Figure 1. Selected gate families.
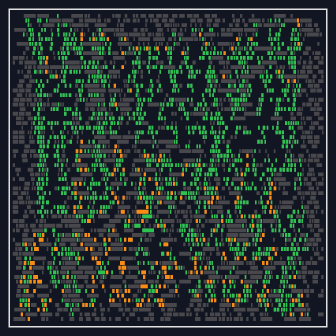
Figure 2. Cells colored by class.
Bar = 50 µm.
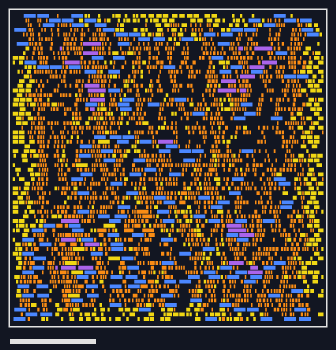
Figure 3. M2 wires.
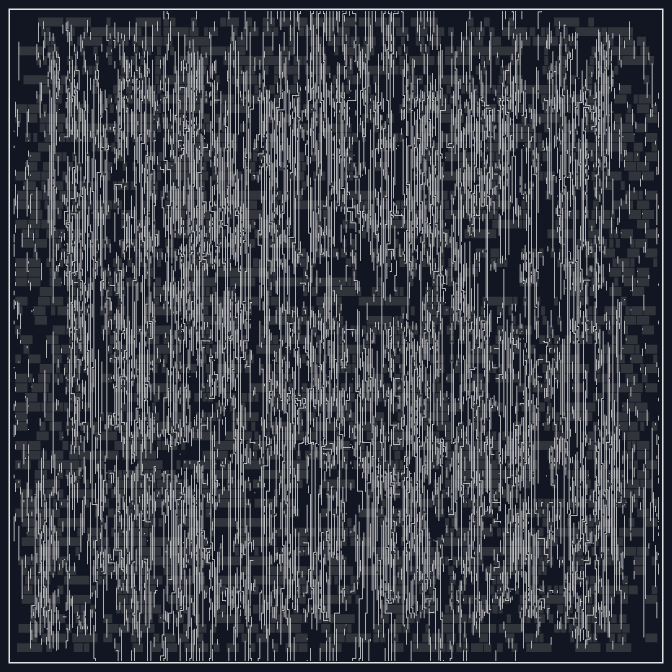
Figure 4. Clock wires, drivers and flops.
Bar = 50 µm.
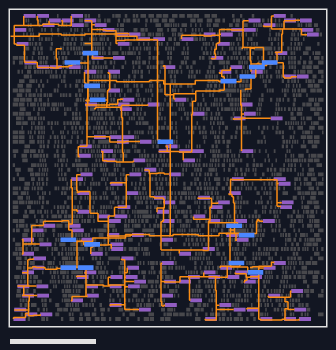
Figure 5. Placement view.
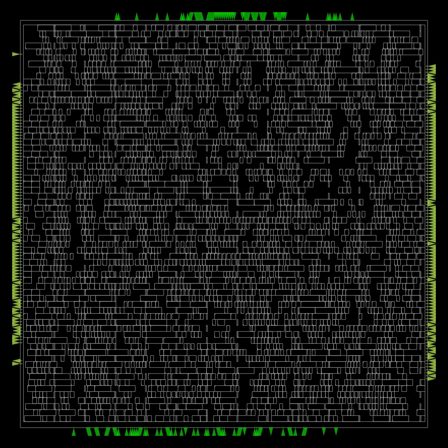
[src/rtl/alu_issue_stage.sv]
// Registered issue stage between decode and a combinational ALU.
// Two-entry buffer (MAIN drives the ALU, SKID absorbs one extra accept) so that
// in_ready can come straight from a flop. Operands are forwarded at capture
// and refreshed from the writeback port while held.
module alu_issue_stage #(
  parameter int unsigned XLEN          = 32,
  parameter int unsigned REG_IDX_W     = 5,
  parameter int unsigned ALU_OP_LENGTH = 4
) (
  input  logic                     clk,
  input  logic                     reset,
  input  logic                     flush,
  // Decode side
  input  logic                     in_valid,
  output logic                     in_ready,
  input  logic [ALU_OP_LENGTH-1:0] in_alu_op,
  input  logic [REG_IDX_W-1:0]     in_rs1_idx,
  input  logic [REG_IDX_W-1:0]     in_rs2_idx,
  input  logic [XLEN-1:0]          in_rs1_val,
  input  logic [XLEN-1:0]          in_rs2_val,
  input  logic [XLEN-1:0]          in_pc,
  input  logic [XLEN-1:0]          in_imm,
  input  logic                     in_sel_left,
  input  logic                     in_sel_right,
  input  logic [REG_IDX_W-1:0]     in_rd,
  // ALU side
  output logic [ALU_OP_LENGTH-1:0] alu_opcode,
  output logic [XLEN-1:0]          alu_left,
  output logic [XLEN-1:0]          alu_right,
  input  logic [XLEN-1:0]          alu_result,
  // Downstream handshake
  output logic                     out_valid,
  input  logic                     out_ready,
  output logic [REG_IDX_W-1:0]     out_rd,
  // Writeback port
  input  logic                     wb_valid,
  input  logic [REG_IDX_W-1:0]     wb_rd,
  input  logic [XLEN-1:0]          wb_data
);

  typedef struct packed {
    logic [ALU_OP_LENGTH-1:0] op;
    logic [XLEN-1:0]          left;
    logic [XLEN-1:0]          right;
    logic [REG_IDX_W-1:0]     rd;
    logic [REG_IDX_W-1:0]     rs1;
    logic [REG_IDX_W-1:0]     rs2;
    logic                     sel_left;
    logic                     sel_right;
  } entry_t;

  // Occupancy of the MAIN/SKID pair; MAIN is always the older entry.
  typedef enum logic [1:0] {StEmpty, StOne, StTwo} occ_e;

  occ_e   state_q, state_d;
  entry_t main_q, main_d;
  entry_t skid_q, skid_d;
  entry_t main_snoop, skid_snoop, in_entry;
  logic   in_ready_q;
  logic   main_valid, accept, fire;

  // Writeback hit on a source index; x0 never matches.
  function automatic logic wb_hit(input logic                 v,
                                  input logic [REG_IDX_W-1:0] wrd,
                                  input logic [REG_IDX_W-1:0] idx);
    return v && (wrd == idx) && (idx != '0);
  endfunction

  // Refresh register-sourced operands of a held entry from writeback.
  function automatic entry_t snoop(input entry_t                 e,
                                   input logic                   v,
                                   input logic [REG_IDX_W-1:0]   wrd,
                                   input logic [XLEN-1:0]        wdata);
    entry_t r;
    r = e;
    if (!e.sel_left && wb_hit(v, wrd, e.rs1)) r.left = wdata;
    if (!e.sel_right && wb_hit(v, wrd, e.rs2)) r.right = wdata;
    return r;
  endfunction

  assign main_valid = (state_q != StEmpty);
  assign accept     = in_valid && in_ready_q;
  assign fire       = main_valid && out_ready;

  // Build the incoming entry with EX-over-WB forwarding priority.
  always_comb begin
    logic [XLEN-1:0] fwd1, fwd2;
    fwd1 = in_rs1_val;
    fwd2 = in_rs2_val;
    if (main_valid && (main_q.rd == in_rs1_idx) && (in_rs1_idx != '0)) begin
      fwd1 = alu_result;
    end else if (wb_hit(wb_valid, wb_rd, in_rs1_idx)) begin
      fwd1 = wb_data;
    end
    if (main_valid && (main_q.rd == in_rs2_idx) && (in_rs2_idx != '0)) begin
      fwd2 = alu_result;
    end else if (wb_hit(wb_valid, wb_rd, in_rs2_idx)) begin
      fwd2 = wb_data;
    end
    in_entry.op        = in_alu_op;
    in_entry.left      = in_sel_left ? in_pc : fwd1;
    in_entry.right     = in_sel_right ? in_imm : fwd2;
    in_entry.rd        = in_rd;
    in_entry.rs1       = in_rs1_idx;
    in_entry.rs2       = in_rs2_idx;
    in_entry.sel_left  = in_sel_left;
    in_entry.sel_right = in_sel_right;
  end

  // Snooped views of the held entries for this cycle.
  always_comb begin
    main_snoop = snoop(main_q, wb_valid, wb_rd, wb_data);
    skid_snoop = snoop(skid_q, wb_valid, wb_rd, wb_data);
  end

  // Occupancy next-state and entry movement; flush overrides everything.
  always_comb begin
    state_d = state_q;
    main_d  = main_snoop;
    skid_d  = skid_snoop;
    unique case (state_q)
      StEmpty: begin
        if (accept) begin
          main_d  = in_entry;
          state_d = StOne;
        end
      end
      StOne: begin
        if (accept && fire) begin
          main_d = in_entry;
        end else if (accept) begin
          skid_d  = in_entry;
          state_d = StTwo;
        end else if (fire) begin
          state_d = StEmpty;
        end
      end
      StTwo: begin
        if (fire) begin
          main_d  = skid_snoop;
          state_d = StOne;
        end
      end
      default: state_d = StEmpty;
    endcase
    if (flush) begin
      state_d = StEmpty;
      main_d  = main_q;
      skid_d  = skid_q;
    end
  end

  // State and entry registers; in_ready follows the next occupancy.
  always_ff @(posedge clk) begin
    if (reset) begin
      state_q    <= StEmpty;
      main_q     <= '0;
      skid_q     <= '0;
      in_ready_q <= 1'b1;
    end else begin
      state_q    <= state_d;
      main_q     <= main_d;
      skid_q     <= skid_d;
      in_ready_q <= (state_d != StTwo);
    end
  end

  assign in_ready   = in_ready_q;
  assign out_valid  = main_valid;
  assign alu_opcode = main_q.op;
  assign alu_left   = main_q.left;
  assign alu_right  = main_q.right;
  assign out_rd     = main_q.rd;

endmodule

[config.mk]
export PLATFORM = sky130hd
export DESIGN_NAME = alu_issue_stage
export DESIGN_NICKNAME = d
export VERILOG_FILES = /design/src/rtl/alu_issue_stage.sv
export SDC_FILE = /design/constraint.sdc
export NUM_CORES = 1
export LEC_CHECK = 0
export ABC_AREA = 1
export CORE_UTILIZATION = 45
export DETAILED_ROUTE_END_ITERATION = 12
export GPL_TIMING_DRIVEN = 0
export PLACE_DENSITY = 0.76
export SLEW_MARGIN = 40
export SYNTH_ARGS = -nofsm -noshare
export SYNTH_HDL_FRONTEND = slang
export SYNTH_SLANG_ARGS = --single-unit
[constraint.sdc]
create_clock -name clk -period 2.15 [get_ports clk]
set_input_delay 0.43 -clock clk [delete_from_list [all_inputs] [get_ports clk]]
set_output_delay 0.43 -clock clk [all_outputs]
set_load 0.1 [all_outputs]
==> notes.md <==
Update from the flow run.

The final route contains just under 20000 vias. The warning total across the stage logs is 27. The leakage power in the latest report is 0.01038 µW. The least setup slack across all paths after layout is 0.01884 ns. Setup repair after global routing could not meet its margin everywhere. The internal portion of total power is 6680 µW. The power report lists the clock group at 3640 µW.

The horizontal die dimension is 184.3 µm. Per the detail_route report, vias per standard cell equal ~5.5. The area of the core is approximately 0.033 mm². The first-pass GRT wire length is 97.75 mm.

Once placement finished, the instance area stood at around 0.018 mm². The setup TNS is 0 ns. Per the gpl log, the routability congestion estimate is 0.9754. Of all cell types, the one taking the most synthesized area is sky130_fd_sc_hd__dfxtp_1. The maximum net fanout on the critical path is 10. The post-route standard cell area excluding fillers is 0.01916 mm². The run finished with clean final reports. The power density over cell area is 552.5 mW/mm².

Yosys reported that registers with async set or reset make up 0. For the worst-skew pair, the clock arrives at the later sink with an insertion delay of 0.46 ns. The initial cell density of the core is 0.4584. Of the total synthesized cell area, the portion taken by AND-OR and OR-AND cells is 0.09105. The post-synthesis cell count from yosys is between 2000 and 3000.

The synthesized design contains 0 enable-type register cells. The report counts max-capacitance violations totalling 0. The power dissipated in combinational cells is 3490 µW. The die extent in y is 184.3 µm.

Per the detail_route report, routed wire per instance is around 19 µm. Per the synthesis report, the XOR/XNOR share of the synthesized area is 0.005272. The number of instances in the synthesized netlist is 2733. The share of Yosys cell area claimed by the top area cell type is 0.2316. The startpoint-to-endpoint class of the critical path is in -> reg. The area growth from synthesis to layout is 28.17%. The net count after synthesis is 2957. The combinational cell area excluding buffers and inverters is between 0.008 and 0.009 mm². The number of core rows is approximately 66.
Back to the opening pictures, Figure 1:
green -> nand cells  # cells 1486, most used nand2_1, where widely spread
orange -> aoi and oai cells  # cells 258, most used a21oi_1, where widely spread

Back to the opening pictures, Figure 2:
blue -> registers  # cells 173, share of their area 19%
orange -> remaining logic cells  # cells 2319, share of their area 55%
yellow -> remaining buffers and delay cells  # cells 553, share of their area 23%
purple -> clock drivers and dummy loads  # cells 29, share of their area 3.5%

Back to the opening pictures, Figure 3:
nets with wire on the layer = 2606
wire length on this layer = 28.4 mm
longest straight run = 73.8 µm
main direction = vertical
share of all routed wire = 43%

Back to the opening pictures, Figure 4:
orange -> clock wires  # length 2630 µm
purple -> flip-flops  # count 173
blue -> clock-net drivers  # count 17
flops lie = widely spread

Back to the opening pictures, Figure 5:
post-route insts no fill: 3518
Seq area share: 0.1810
Core Util, Final: 0.5875

-- registers in the layout, indices dropped and copies added (netlist names) --
signal,cells
alu_left,32
state_q,2
main_q,12
in_ready,1
alu_right,32
alu_opcode,4
skid_q,85
out_rd,5
-- layout by cell type (no fill, tap or decap), drive strengths merged, types with 3 or more instances in the layout --
cell type        n
a221oi          12
nor3             3
xnor2            7
dfxtp          173
nand2          912
nand3          567
bufinv           6
inv            465
clkinv           6
o21ai           89
clkbuf         117
buf            240
a21oi          152
nand4            6
nor2            28
clkdlybuf4s50  206
dlygate4sd2      7
or2             64
-- logic make-up (layout without fill, tap and decap cells) --
logic type      count (synthesis)  in the layout
compound gates                259            259
xor+xnor                        9              9
buf+inv                       709           1050
flops                         173            173
other cells                     0              2
simple gates                 1583           1583
-- metal layers --
| metal | share of wire | vias to the layer above | wire length (µm) | global-route usage |
|---|---|---|---|---|
| li1 | - | 9105 | - | - |
| met5 | 0 | - | 0 | 0 |
| met3 | 0.12 | 182 | 7671 | 0.06738 |
| met4 | 0.049 | 0 | 3204 | 0.2100 |
| met2 | 0.43 | 1242 | 28350 | 0.5886 |
| met1 | 0.40 | 8712 | 26670 | 0.5016 |
-- worst paths after layout --
check,slack [ns],start,endpoint,depth (start not counted)
min,0.36,in_rs1_idx[4],main_q[11]$_SDFFE_PP0P_,3
min reg2reg,0.45,skid_q[45]$_SDFFE_PP0N_,skid_q[45]$_SDFFE_PP0N_,2
max reg2reg,0.03,state_q[0]$_SDFF_PP0_,alu_left[24]$_SDFFE_PP0N_,12
max,0.02,in_valid,alu_right[31]$_SDFFE_PP0N_,11
-- repair_timing --
item,4_1_cts,5_1_grt
gates resized,52,82
setup endpoints to repair,168,153
buffers inserted,14,4
pin swaps,10,5
No activity file was given, so power comes from the tool's default toggle rates.
